## src/rtl/score_keeper_pkg.sv

```systemverilog
// Shared game-state encodings, scan default and BCD helpers
// for the score keeper and game-control logic.
package score_keeper_pkg;

  typedef enum logic [1:0] {
    INIT = 2'd0,
    GO   = 2'd1,
    JUMP = 2'd2,
    OVER = 2'd3
  } game_state_t;

  localparam int SCAN_DIV_DEF = 50;

  localparam logic [15:0] BCD_MAX = 16'h9999;

  // Saturating 4-digit BCD increment
  function automatic logic [15:0] bcd_inc(
    input logic [15:0] v
  );
    logic [15:0] r;
    logic        c;
    r = v;
    c = 1'b1;
    if (v == BCD_MAX) begin
      c = 1'b0;
    end
    for (int i = 0; i < 4; i++) begin
      if (c) begin
        if (r[i*4 +: 4] == 4'd9) begin
          r[i*4 +: 4] = 4'd0;
        end else begin
          r[i*4 +: 4] = r[i*4 +: 4] + 4'd1;
          c = 1'b0;
        end
      end
    end
    return r;
  endfunction

endpackage

```

## src/rtl/seg7_decode.sv

```systemverilog
// BCD digit to active-low 7-segment pattern (g..a),
// all segments dark when blank is set.
module seg7_decode (
  input  logic [3:0] digit,
  input  logic       blank,
  output logic [6:0] seg
);

  always_comb begin
    seg = 7'h7f;
    if (!blank) begin
      case (digit)
        4'd0:    seg = 7'b1000000;
        4'd1:    seg = 7'b1111001;
        4'd2:    seg = 7'b0100100;
        4'd3:    seg = 7'b0110000;
        4'd4:    seg = 7'b0011001;
        4'd5:    seg = 7'b0010010;
        4'd6:    seg = 7'b0000010;
        4'd7:    seg = 7'b1111000;
        4'd8:    seg = 7'b0000000;
        4'd9:    seg = 7'b0010000;
        default: seg = 7'h7f;
      endcase
    end
  end

endmodule

```

## src/rtl/score_keeper.sv

```systemverilog
// Score/high-score tracking for the runner game plus a
// multiplexed 4-digit 7-segment display driver.
module score_keeper
  import score_keeper_pkg::*;
#(
  parameter int SCAN_DIV = SCAN_DIV_DEF
) (
  input  logic        clk,
  input  logic        rst,
  input  logic [1:0]  state,
  input  logic        gpu_en,
  input  logic [15:0] obstacle_x,
  output logic [15:0] score_bcd,
  output logic [15:0] hi_bcd,
  output logic        new_hi,
  output logic [3:0]  an,
  output logic [7:0]  seg
);

  localparam int CW =
    (SCAN_DIV < 1) ? 1 : $clog2(SCAN_DIV + 1);

  game_state_t st;
  game_state_t state_prev;
  logic [15:0] obs_prev;
  logic        run;
  logic        pass;
  logic        start;
  logic        over_entry;

  assign st = game_state_t'(state);

  assign run = (st == GO || st == JUMP)
            && (state_prev == GO || state_prev == JUMP)
            && gpu_en;

  // Obstacle reload: x jumps back up to the right edge
  assign pass       = run && (obstacle_x > obs_prev);
  assign start      = (state_prev == INIT) && (st == GO);
  assign over_entry = (st == OVER) && (state_prev != OVER);

  always_ff @(posedge clk or negedge rst) begin
    if (!rst) begin
      state_prev <= INIT;
      obs_prev   <= '0;
      score_bcd  <= '0;
      hi_bcd     <= '0;
      new_hi     <= 1'b0;
    end else begin
      state_prev <= st;
      obs_prev   <= obstacle_x;
      if (start) begin
        score_bcd <= '0;
      end else if (pass) begin
        score_bcd <= bcd_inc(score_bcd);
      end
      // Packed BCD orders the same as its binary image
      if (over_entry && (score_bcd > hi_bcd)) begin
        hi_bcd <= score_bcd;
        new_hi <= 1'b1;
      end else if (st != OVER) begin
        new_hi <= 1'b0;
      end
    end
  end

  logic [CW-1:0] scan_cnt;
  logic [1:0]    idx;

  always_ff @(posedge clk or negedge rst) begin
    if (!rst) begin
      scan_cnt <= '0;
      idx      <= '0;
    end else if (scan_cnt == CW'(SCAN_DIV)) begin
      scan_cnt <= '0;
      idx      <= idx + 2'd1;
    end else begin
      scan_cnt <= scan_cnt + CW'(1);
    end
  end

  logic [15:0] disp;
  logic [3:0]  dig;
  logic        blank;
  logic [6:0]  font;
  logic        dp;

  assign disp = (st == INIT) ? hi_bcd : score_bcd;
  assign dp   = (idx == 2'd0) && new_hi;

  always_comb begin
    dig   = disp[3:0];
    blank = 1'b0;
    case (idx)
      2'd1: begin
        dig   = disp[7:4];
        blank = (disp[15:4] == 12'd0);
      end
      2'd2: begin
        dig   = disp[11:8];
        blank = (disp[15:8] == 8'd0);
      end
      2'd3: begin
        dig   = disp[15:12];
        blank = (disp[15:12] == 4'd0);
      end
      default: begin
        dig   = disp[3:0];
        blank = 1'b0;
      end
    endcase
  end

  seg7_decode u_dec (
    .digit (dig),
    .blank (blank),
    .seg   (font)
  );

  always_ff @(posedge clk or negedge rst) begin
    if (!rst) begin
      an  <= 4'hf;
      seg <= 8'hff;
    end else begin
      an  <= ~(4'b0001 << idx);
      seg <= {~dp, font};
    end
  end

endmodule

```

## config.mk

```make
export PLATFORM = sky130hd
export DESIGN_NAME = score_keeper
export DESIGN_NICKNAME = d
export VERILOG_FILES = /design/src/rtl/score_keeper_pkg.sv /design/src/rtl/seg7_decode.sv /design/src/rtl/score_keeper.sv
export SDC_FILE = /design/constraint.sdc
export NUM_CORES = 1
export LEC_CHECK = 0
export ABC_AREA = 1
export ABC_CLOCK_PERIOD_IN_PS = 5220
export CORE_MARGIN = 3
export CORE_UTILIZATION = 40
export CTS_CLUSTER_DIAMETER = 50
export DETAILED_ROUTE_END_ITERATION = 6
export PLACE_DENSITY_LB_ADDON = 0.08
export SYNTH_ARGS = -nofsm -noshare
export SYNTH_HDL_FRONTEND = slang
export SYNTH_SLANG_ARGS = --single-unit
```

## constraint.sdc

```tcl
create_clock -name clk -period 5.22 [get_ports clk]
set_clock_uncertainty 0.1 [all_clocks]
set_input_delay 0.783 -clock clk [delete_from_list [all_inputs] [get_ports clk]]
set_output_delay 0.783 -clock clk [all_outputs]
set_load 0.1 [all_outputs]
```

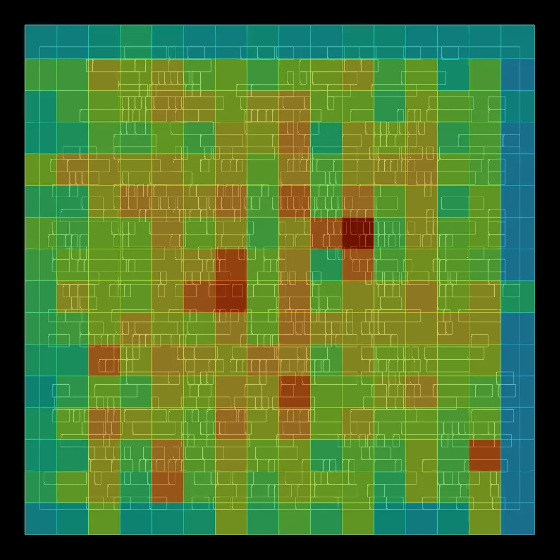
(images/final_congestion.png)
met2 usage in global routing: 25.81%
average wire per cell in the routed design: 13.04 µm

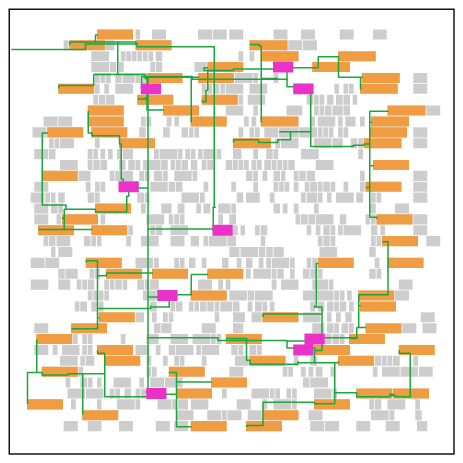
(images/clock_map.png)
Scale: 4 px per µm.
[flip-flops] orange | count: 71
[cells driving clock nets] magenta | count: 9
[clock wires] green | length: 1,070 µm
routed clock nets: 10
flops lie: all over the die

==> impl_report.txt <==
PHYSICAL IMPLEMENTATION REPORT
----------------------------------------------------
[Timing]
  Final count of hold timing violations ........................ 0
  Clock period minus final worst setup slack ........................ 3266 ps
  Maximum clock frequency ........................ between 300 and 400 MHz
  Setup_tns ........................ 0 ps
  Post-layout worst setup margin ........................ slightly below 2000 ps
  Fin crit share ........................ 62.58%

[GRT]
  First-pass GRT wire length ........................ ~17,000 µm
  Antenna violations before repair ........................ 0

[Worst hold path]
  Worst hold path stage count ........................ 1
  Worst-case hold path end point ........................ seg[7]$_DFF_PN1_

[Worst setup path]
  Cell at the slowest stage of the critical path ........................ ha_1
  Origin of the critical flop-to-flop path ........................ score_bcd[7]$_DFFE_PN0P_
  Type of destination of the critical path ........................ register
  Kind of launch point of the worst setup path ........................ primary input
  Delay of the slowest critical-path stage ........................ 640 ps
  Arr. time, crit path ........................ 3450 ps

[Clock network]
  Postcts setup bufs ........................ 0
  Number of instances resized during post-cts repair ........................ 0
  Number of buffers added to fix hold violations after cts ........................ 0

[Synthesis]
  Count of flip-flops with a built-in enable after synthesis ........................ 0
  Dominant Register Cell ........................ dfrtp_1
  Yosys top cell by area ........................ dfrtp_1
  Mapped Area ........................ around 4400 µm²
  Most common cell in the netlist ........................ nand2_1

[Routing]
  Final WL ........................ 9843 µm
  Mean number of vias per cell ........................ 4.791
  Number of detailed-route iterations in the first pass ........................ 4

[Run]
  Max capacitance violation total ........................ 0

[Finish]
  Number of antenna cells inserted ........................ 0
  Area growth from synthesis to final layout ........................ 21.52%

[Status]
  Result of the run ........................ finished clean

[Floorplanning]
  Pre-placement core utilization ........................ 41.83%

----------------------------------------------------
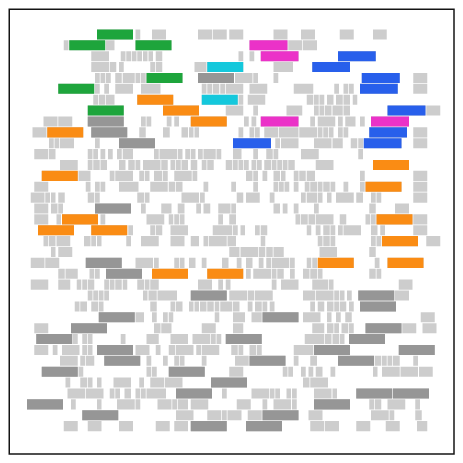
(images/registers.png)
Scale: 4 px per µm. Other sequential cells in the stronger gray, the rest of the logic in the fainter gray.
[an] magenta | sequential cells: 4 | where: north
[scan_cnt] green | sequential cells: 6 | where: north-west
[seg] blue | sequential cells: 8 | where: north-east
[hi_bcd] orange | sequential cells: 16
[idx] cyan | sequential cells: 2
not colored: 35
power in sequential cells: 0.725 mW
Reg area: 1792 µm²
Finished Core Util: 50.83%
fraction of standard cell area that is sequential: 33.54%

==> cell families after synthesis <==
kind of cell	after synthesis	share of synthesized area, %
AND-OR/OR-AND	49	6.490
flip-flops	71	40.76
AND/OR/NAND/NOR	271	26.93
adder cells (fa/ha/maj)	57	16.23
buffers and inverters	87	7.799
XOR/XNOR	9	1.793
==> sequential cells by signal (all words and copies together) (netlist names) <==
| signal | cells |
|---|---|
| hi_bcd | 16 |
| obs_prev | 16 |
| score_bcd | 16 |
| seg | 8 |
| scan_cnt | 6 |
| an | 4 |
| idx | 2 |
| state_prev | 2 |
| new_hi | 1 |
==> placed cells by master, fill, tap and decap left out, types with 3 or more instances in the layout <==
cell             netlist  layout
nand2_1              159     159
inv_1                 78      78
clkdlybuf4s50_1        0      64
dfrtp_1               59      59
ha_1                  57      57
nand3_1               55      55
nor2_1                29      29
a21oi_1               17      17
o21ai_0               15      15
dfstp_2               12      12
clkbuf_8               0      10
o21ai_1                6       6
nand3b_1               6       6
xor2_1                 6       6
nor3_1                 6       6
nand4_1                4       4
clkbuf_1               3       4
o21ai_2                3       3
nand2_2                3       3
xnor2_1                3       3
==> per-stage QoR <==
step,hold slack (ps),instance area [µm²],util (%),power [mW]
after floorplan,387.4,4395,-,1.606
after CTS,368.8,5341,50.83,2.272
after detailed placement,357.2,5184,49.33,1.879
after global routing,395.6,5341,50.83,2.393
after global placement,328.3,5184,49.33,1.868
final,353.8,5341,50.83,2.242
==> worst max-delay path by stage <==
stage | slack, ps | to | startpoint | depth (start not counted)
final | 1950 | seg[5]$_DFF_PN1_ | state[0] | 14
after CTS | 1980 | seg[5]$_DFF_PN1_ | state[0] | 14
after global placement | 1650 | seg[3]$_DFF_PN1_ | state[0] | 13
after global routing | 1650 | seg[5]$_DFF_PN1_ | state[0] | 14
after floorplan | 2660 | hi_bcd[8]$_DFFE_PN0P_ | score_bcd[0]$_DFFE_PN0P_ | 8
after detailed placement | 1600 | seg[5]$_DFF_PN1_ | state[0] | 14
==> per-layer routing <==
metal / routed length, µm / GRT usage [%] / part of all wire [%]
met1: 4740 / 22.55 / 48
met2: 4344 / 25.81 / 44
met3: 526 / 4.640 / 5.3
met4: 231 / 6.240 / 2.3
met5: 0 / 0 / 0
==> area by class of cell <==
class / count / area, µm² / share of cell area (%)
well taps: 136 / 170.2 / 3.186
inverters: 80 / 300.3 / 5.622
flip-flops and latches: 71 / 1792 / 33.54
clock inverters: 1 / 5.005 / 0.09370
repair buffers: 67 / 660.6 / 12.37
clock buffers: 14 / 152.6 / 2.858
multi-input cells: 386 / 2261 / 42.33
==> power breakdown <==
group,switching [mW],internal (mW)
sequential,0.0795,0.645
combinational,0.843,0.291
clock,0.200,0.183
total,1.12,1.12
==> worst max-delay path, delay by kind of cell <==
family / cells / cell delay, ps
simple gates: 7 / 630
buf+inv: 4 / 880
fa+ha+maj: 2 / 830
compound gates: 1 / 310
No activity file was given, so power comes from the tool's default toggle rates.
